$ cat config.mk
export PLATFORM = sky130hd
export DESIGN_NAME = scroll_scheduler_flat
export DESIGN_NICKNAME = d
export VERILOG_FILES = /design/src/rtl/scroll_scheduler_if.sv /design/src/rtl/scroll_scheduler.sv /design/src/flat_wrapper.sv
export SDC_FILE = /design/constraint.sdc
export NUM_CORES = 1
export LEC_CHECK = 0
export CAP_MARGIN = 25
export CORE_AREA = 5 5 84 144
export CTS_BUF_LIST = sky130_fd_sc_hd__clkbuf_16
export DETAILED_ROUTE_END_ITERATION = 10
export DIE_AREA = 0 0 89 149
export PLACE_DENSITY = 0.65
export SLEW_MARGIN = 30
export SYNTH_ARGS = -nofsm -noshare
export SYNTH_HDL_FRONTEND = slang
export SYNTH_SLANG_ARGS = --single-unit
$ cat constraint.sdc
create_clock -name clk -period 3.5 [get_ports clk]
set_input_delay 1.05 -clock clk [delete_from_list [all_inputs] [get_ports clk]]
set_output_delay 1.05 -clock clk [all_outputs]
set_load 0.02 [all_outputs]
$ cat src/rtl/scroll_scheduler_if.sv
// Control/offset bundle between game logic, VGA frame timing and the scroll scheduler.
// master drives the request side, slave (the scheduler) drives offsets and status.
interface scroll_scheduler_if #(
   parameter int HWIDTH  = 12,
   parameter int VWIDTH  = 12,
   parameter int SPEED_W = 4
);
   logic                      frame_start;
   logic                      start;
   logic                      pause;
   logic                      crash;
   logic                      lane_left;
   logic                      lane_right;
   logic signed [HWIDTH-1:0]  hoffset;
   logic signed [VWIDTH-1:0]  voffset;
   logic [SPEED_W-1:0]        speed;
   logic [1:0]                lane;
   logic [1:0]                state;
   logic [15:0]               frame_cnt;

   modport master (
      output frame_start, start, pause, crash, lane_left, lane_right,
      input  hoffset, voffset, speed, lane, state, frame_cnt
   );

   modport slave (
      input  frame_start, start, pause, crash, lane_left, lane_right,
      output hoffset, voffset, speed, lane, state, frame_cnt
   );
endinterface

$ cat src/rtl/scroll_scheduler.sv
// Per-frame scroll sequencer: game FSM, forward scroll with speed ramp, lane slew on hoffset.
// Define SCROLL_WRAP_EN to keep voffset inside [0, VSPAN-1]; otherwise it free-runs.
module scroll_scheduler #(
   parameter int HWIDTH       = 12,
   parameter int VWIDTH       = 12,
   parameter int VSPAN        = 120,
   parameter int LANE_W       = 40,
   parameter int LANE_STEP    = 4,
   parameter int SPEED_W      = 4,
   parameter int SPEED_INIT   = 1,
   parameter int SPEED_MAX    = 8,
   parameter int ACCEL_FRAMES = 60
) (
   input logic                clk,
   input logic                rst,
   scroll_scheduler_if.slave  bus
);
   localparam int ACC_W = (ACCEL_FRAMES > 1) ? $clog2(ACCEL_FRAMES) : 1;

   localparam logic [SPEED_W-1:0]       SPEED_INIT_V = SPEED_W'(SPEED_INIT);
   localparam logic [SPEED_W-1:0]       SPEED_MAX_V  = SPEED_W'(SPEED_MAX);
   localparam logic [ACC_W-1:0]         ACC_LAST     = ACC_W'(ACCEL_FRAMES - 1);
   localparam logic signed [HWIDTH-1:0] LANE_W_V     = HWIDTH'(LANE_W);
   localparam logic signed [HWIDTH-1:0] STEP_V       = HWIDTH'(LANE_STEP);
   localparam logic signed [HWIDTH:0]   STEP_E       = (HWIDTH+1)'(LANE_STEP);
`ifdef SCROLL_WRAP_EN
   localparam logic signed [VWIDTH:0]   VSPAN_V      = (VWIDTH+1)'(VSPAN);
`endif

   typedef enum logic [1:0] {
      S_IDLE   = 2'd0,
      S_RUN    = 2'd1,
      S_PAUSED = 2'd2,
      S_DEAD   = 2'd3
   } state_e;

   state_e                   state_q, state_d;
   logic signed [HWIDTH-1:0] hoff_q, hoff_d;
   logic signed [VWIDTH-1:0] voff_q, voff_d;
   logic [SPEED_W-1:0]       speed_q, speed_d;
   logic [1:0]               lane_q, lane_d;
   logic [15:0]              fcnt_q, fcnt_d;
   logic [ACC_W-1:0]         acc_q, acc_d;

   logic                     restart, frame_upd, lane_ok;
   logic signed [VWIDTH:0]   vdiff;
   logic signed [VWIDTH-1:0] vnext;
   logic signed [HWIDTH-1:0] target;
   logic signed [HWIDTH:0]   hdiff;
   logic signed [HWIDTH-1:0] hnext;

   always_ff @(posedge clk or posedge rst) begin
      if (rst) state_q <= S_IDLE;
      else     state_q <= state_d;
   end

   // crash outranks pause, pause outranks start
   always_comb begin
      state_d = state_q;
      case (state_q)
         S_IDLE:   if (bus.start) state_d = S_RUN;
         S_RUN:    if (bus.crash) state_d = S_DEAD;
                   else if (bus.pause) state_d = S_PAUSED;
         S_PAUSED: if (bus.crash) state_d = S_DEAD;
                   else if (bus.start) state_d = S_RUN;
         S_DEAD:   if (bus.start) state_d = S_RUN;
         default:  state_d = S_IDLE;
      endcase
   end

   assign restart   = (state_q == S_DEAD) && bus.start;
   assign frame_upd = (state_q == S_RUN) && bus.frame_start && !bus.crash;
   assign lane_ok   = (state_q == S_RUN) && !bus.crash;

   // speed is zero-extended, voffset sign-extended, one guard bit for the borrow
   always_comb begin
      vdiff = {voff_q[VWIDTH-1], voff_q} - $signed({{(VWIDTH+1-SPEED_W){1'b0}}, speed_q});
      vnext = vdiff[VWIDTH-1:0];
`ifdef SCROLL_WRAP_EN
      if (vdiff < 0) vnext = VWIDTH'(vdiff + VSPAN_V);
`endif
   end

   always_comb begin
      case (lane_q)
         2'd0:    target = -LANE_W_V;
         2'd2:    target = LANE_W_V;
         default: target = '0;
      endcase
      hdiff = {target[HWIDTH-1], target} - {hoff_q[HWIDTH-1], hoff_q};
      if (hdiff > STEP_E)       hnext = hoff_q + STEP_V;
      else if (hdiff < -STEP_E) hnext = hoff_q - STEP_V;
      else                      hnext = target;
   end

   always_comb begin
      hoff_d  = hoff_q;
      voff_d  = voff_q;
      speed_d = speed_q;
      lane_d  = lane_q;
      fcnt_d  = fcnt_q;
      acc_d   = acc_q;
      if (restart) begin
         hoff_d  = '0;
         voff_d  = '0;
         speed_d = SPEED_INIT_V;
         lane_d  = 2'd1;
         fcnt_d  = '0;
         acc_d   = '0;
      end else begin
         if (frame_upd) begin
            voff_d = vnext;
            hoff_d = hnext;
            fcnt_d = fcnt_q + 16'd1;
            if (acc_q == ACC_LAST) begin
               acc_d = '0;
               if (speed_q < SPEED_MAX_V) speed_d = speed_q + 1'b1;
            end else begin
               acc_d = acc_q + 1'b1;
            end
         end
         // simultaneous left+right cancels; edge requests fall through unchanged
         if (lane_ok && (bus.lane_left != bus.lane_right)) begin
            if (bus.lane_left && lane_q != 2'd0)  lane_d = lane_q - 2'd1;
            if (bus.lane_right && lane_q != 2'd2) lane_d = lane_q + 2'd1;
         end
      end
   end

   always_ff @(posedge clk or posedge rst) begin
      if (rst) begin
         hoff_q  <= '0;
         voff_q  <= '0;
         speed_q <= SPEED_INIT_V;
         lane_q  <= 2'd1;
         fcnt_q  <= '0;
         acc_q   <= '0;
      end else begin
         hoff_q  <= hoff_d;
         voff_q  <= voff_d;
         speed_q <= speed_d;
         lane_q  <= lane_d;
         fcnt_q  <= fcnt_d;
         acc_q   <= acc_d;
      end
   end

   assign bus.hoffset   = hoff_q;
   assign bus.voffset   = voff_q;
   assign bus.speed     = speed_q;
   assign bus.lane      = lane_q;
   assign bus.state     = state_q;
   assign bus.frame_cnt = fcnt_q;
endmodule
$ cat src/flat_wrapper.sv
// flat-port wrapper written by rule: the top's interface ports become plain ports
module scroll_scheduler_flat 
#(
   parameter int HWIDTH       = 12,
   parameter int VWIDTH       = 12,
   parameter int VSPAN        = 120,
   parameter int LANE_W       = 40,
   parameter int LANE_STEP    = 4,
   parameter int SPEED_W      = 4,
   parameter int SPEED_INIT   = 1,
   parameter int SPEED_MAX    = 8,
   parameter int ACCEL_FRAMES = 60
)
  (clk, rst, bus_frame_start, bus_start, bus_pause, bus_crash, bus_lane_left, bus_lane_right, bus_hoffset, bus_voffset, bus_speed, bus_lane, bus_state, bus_frame_cnt);
  scroll_scheduler_if #(.HWIDTH(HWIDTH), .VWIDTH(VWIDTH), .SPEED_W(SPEED_W)) bus_i ();
  input logic clk;
  input logic rst;
  input wire logic [$bits(bus_i.frame_start)-1:0] bus_frame_start;
  input wire logic [$bits(bus_i.start)-1:0] bus_start;
  input wire logic [$bits(bus_i.pause)-1:0] bus_pause;
  input wire logic [$bits(bus_i.crash)-1:0] bus_crash;
  input wire logic [$bits(bus_i.lane_left)-1:0] bus_lane_left;
  input wire logic [$bits(bus_i.lane_right)-1:0] bus_lane_right;
  output wire logic [$bits(bus_i.hoffset)-1:0] bus_hoffset;
  output wire logic [$bits(bus_i.voffset)-1:0] bus_voffset;
  output wire logic [$bits(bus_i.speed)-1:0] bus_speed;
  output wire logic [$bits(bus_i.lane)-1:0] bus_lane;
  output wire logic [$bits(bus_i.state)-1:0] bus_state;
  output wire logic [$bits(bus_i.frame_cnt)-1:0] bus_frame_cnt;
  assign bus_i.frame_start = bus_frame_start;
  assign bus_i.start = bus_start;
  assign bus_i.pause = bus_pause;
  assign bus_i.crash = bus_crash;
  assign bus_i.lane_left = bus_lane_left;
  assign bus_i.lane_right = bus_lane_right;
  assign bus_hoffset = bus_i.hoffset;
  assign bus_voffset = bus_i.voffset;
  assign bus_speed = bus_i.speed;
  assign bus_lane = bus_i.lane;
  assign bus_state = bus_i.state;
  assign bus_frame_cnt = bus_i.frame_cnt;
  scroll_scheduler #(.HWIDTH(HWIDTH), .VWIDTH(VWIDTH), .VSPAN(VSPAN), .LANE_W(LANE_W), .LANE_STEP(LANE_STEP), .SPEED_W(SPEED_W), .SPEED_INIT(SPEED_INIT), .SPEED_MAX(SPEED_MAX), .ACCEL_FRAMES(ACCEL_FRAMES)) u_core (.clk(clk), .rst(rst), .bus(bus_i));
endmodule
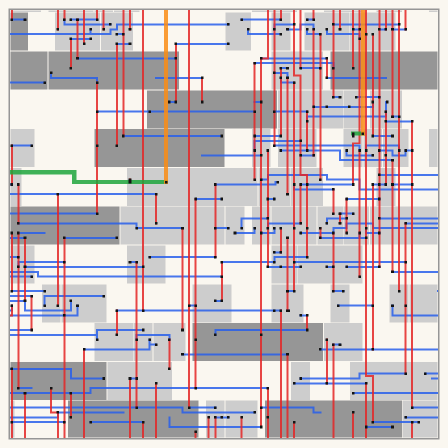
(images/zoom.png)
Region (30, 30) to (60, 60) um. Cells in gray, sequential cells in the stronger gray; small squares are vias.
- met1: blue
- met3: green
- met4: orange
- met2: red
- sequential cells in the window: 9
- cells with their middle in the window: 56
- netlist names of flops here include: u_core.bus.hoffset (3), u_core.acc_q (2), u_core.bus.frame_cnt (2)
- most frequent: dfrtp_1 (8)

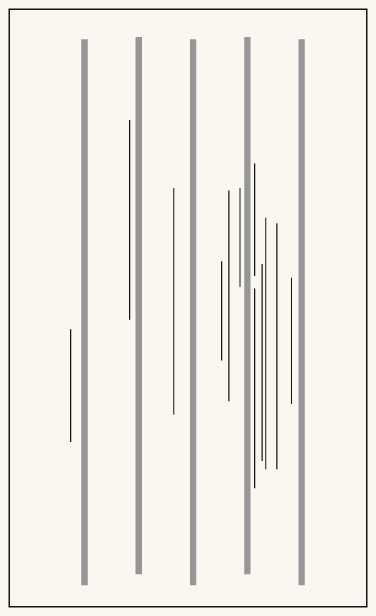
(images/met4.png)
(4 px per um) Supply wires on this layer in gray.
- longest straight run: 62.6 um
- share of all routed wire: 4.6%
- wire length on this layer: 517 um
- main direction: vertical
- nets with wire on the layer: 12

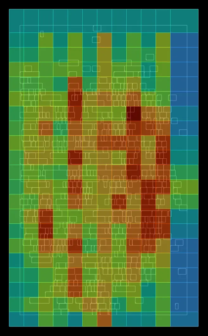
(images/final_congestion.png)
average wire per standard cell: 16.6 um
GR met3 Demand/Resource: 1.93%

==> metrics.log <==
[flow] summary of implementation run
INFO  metric timing_hold_violations_final = 0
INFO  metric grt_overflow = 0
INFO  metric met1Wirelength = 4330 um
INFO  metric outcome = finished clean
INFO  metric synth_xor_xnor_area_share = between 6 and 7%
INFO  metric post_synth_and_or_nand_nor_area_fraction = between 20% and 30%
INFO  metric layout.clock_buffers = 5
INFO  metric syn2layout_area_growth = 23.2%
INFO  metric min_from = u_core.acc_q[5]
INFO  metric clkLatencyLatePin = slightly below 300 ps
INFO  metric setup_tns = 0 ps
INFO  metric clock_net_power = between 400 and 500 uW
INFO  metric largest_register_ff_count = 16
INFO  metric combAreaFraction = between 50% and 60%
INFO  metric gr-usage-met2 = roughly a third
INFO  metric chipWidth = approximately 89 um
INFO  metric internal_power = 2200 uW
INFO  metric crit_path_max_incr_delay = ~570 ps
INFO  metric clkSinkCount = roughly 52
INFO  metric synth-edff-count = 0
INFO  metric whs = 516 ps
INFO  metric critPathArrivalTime = between 3000 and 4000 ps
INFO  metric dr.pass1.iters = 4
INFO  metric synth_sequential_area_ratio = between 30% and 40%
INFO  metric detailroute.via_count = a little under 4000
INFO  metric clock_path_buffers = 2
INFO  metric place.detailed.hpwl = between 8000 and 9000 um
INFO  metric crit_path_end = u_core.bus.hoffset[10]
INFO  metric maxcap_viol_count = 0
INFO  metric core_area = 0.0107 mm2
INFO  metric stdcell_count = approximately 670
INFO  metric setup_slack_on_the_worst_flop_to_flop_path = roughly 160 ps
INFO  metric max_freq = around 0.30 GHz
INFO  metric final_design_area_no_fill = just under 0.005 mm2
INFO  metric worst-r2r-cell-count = 10
INFO  metric yosys-mux-area-fraction = about 1.3%
INFO  metric layout.cells.most_common_list = sky130_fd_sc_hd__nor2_1 (55), sky130_fd_sc_hd__clkdlybuf4s50_1 (53), sky130_fd_sc_hd__nand2_1 (51), sky130_fd_sc_hd__dfrtp_1 (50), sky130_fd_sc_hd__a21oi_1 (27)
INFO  metric worst-setup-path-type = flop to flop
INFO  metric netlist_instances = between 400 and 500
INFO  metric grt_start_max_net_pins = 38
INFO  metric cts_setup_buffers = 0
INFO  metric bufAreaShareNonClock = between 10% and 20%
INFO  metric hold_path_depth = 1
INFO  metric gp_routability_congestion = approximately 0.92
INFO  metric top_cells_by_area = sky130_fd_sc_hd__dfrtp_1 (32%), sky130_fd_sc_hd__nor2_1 (5.2%), sky130_fd_sc_hd__ha_1 (5.1%)
INFO  metric timing.hold.worst_endpoint = u_core.acc_q[5]
Power and IR drop assume default switching activity.
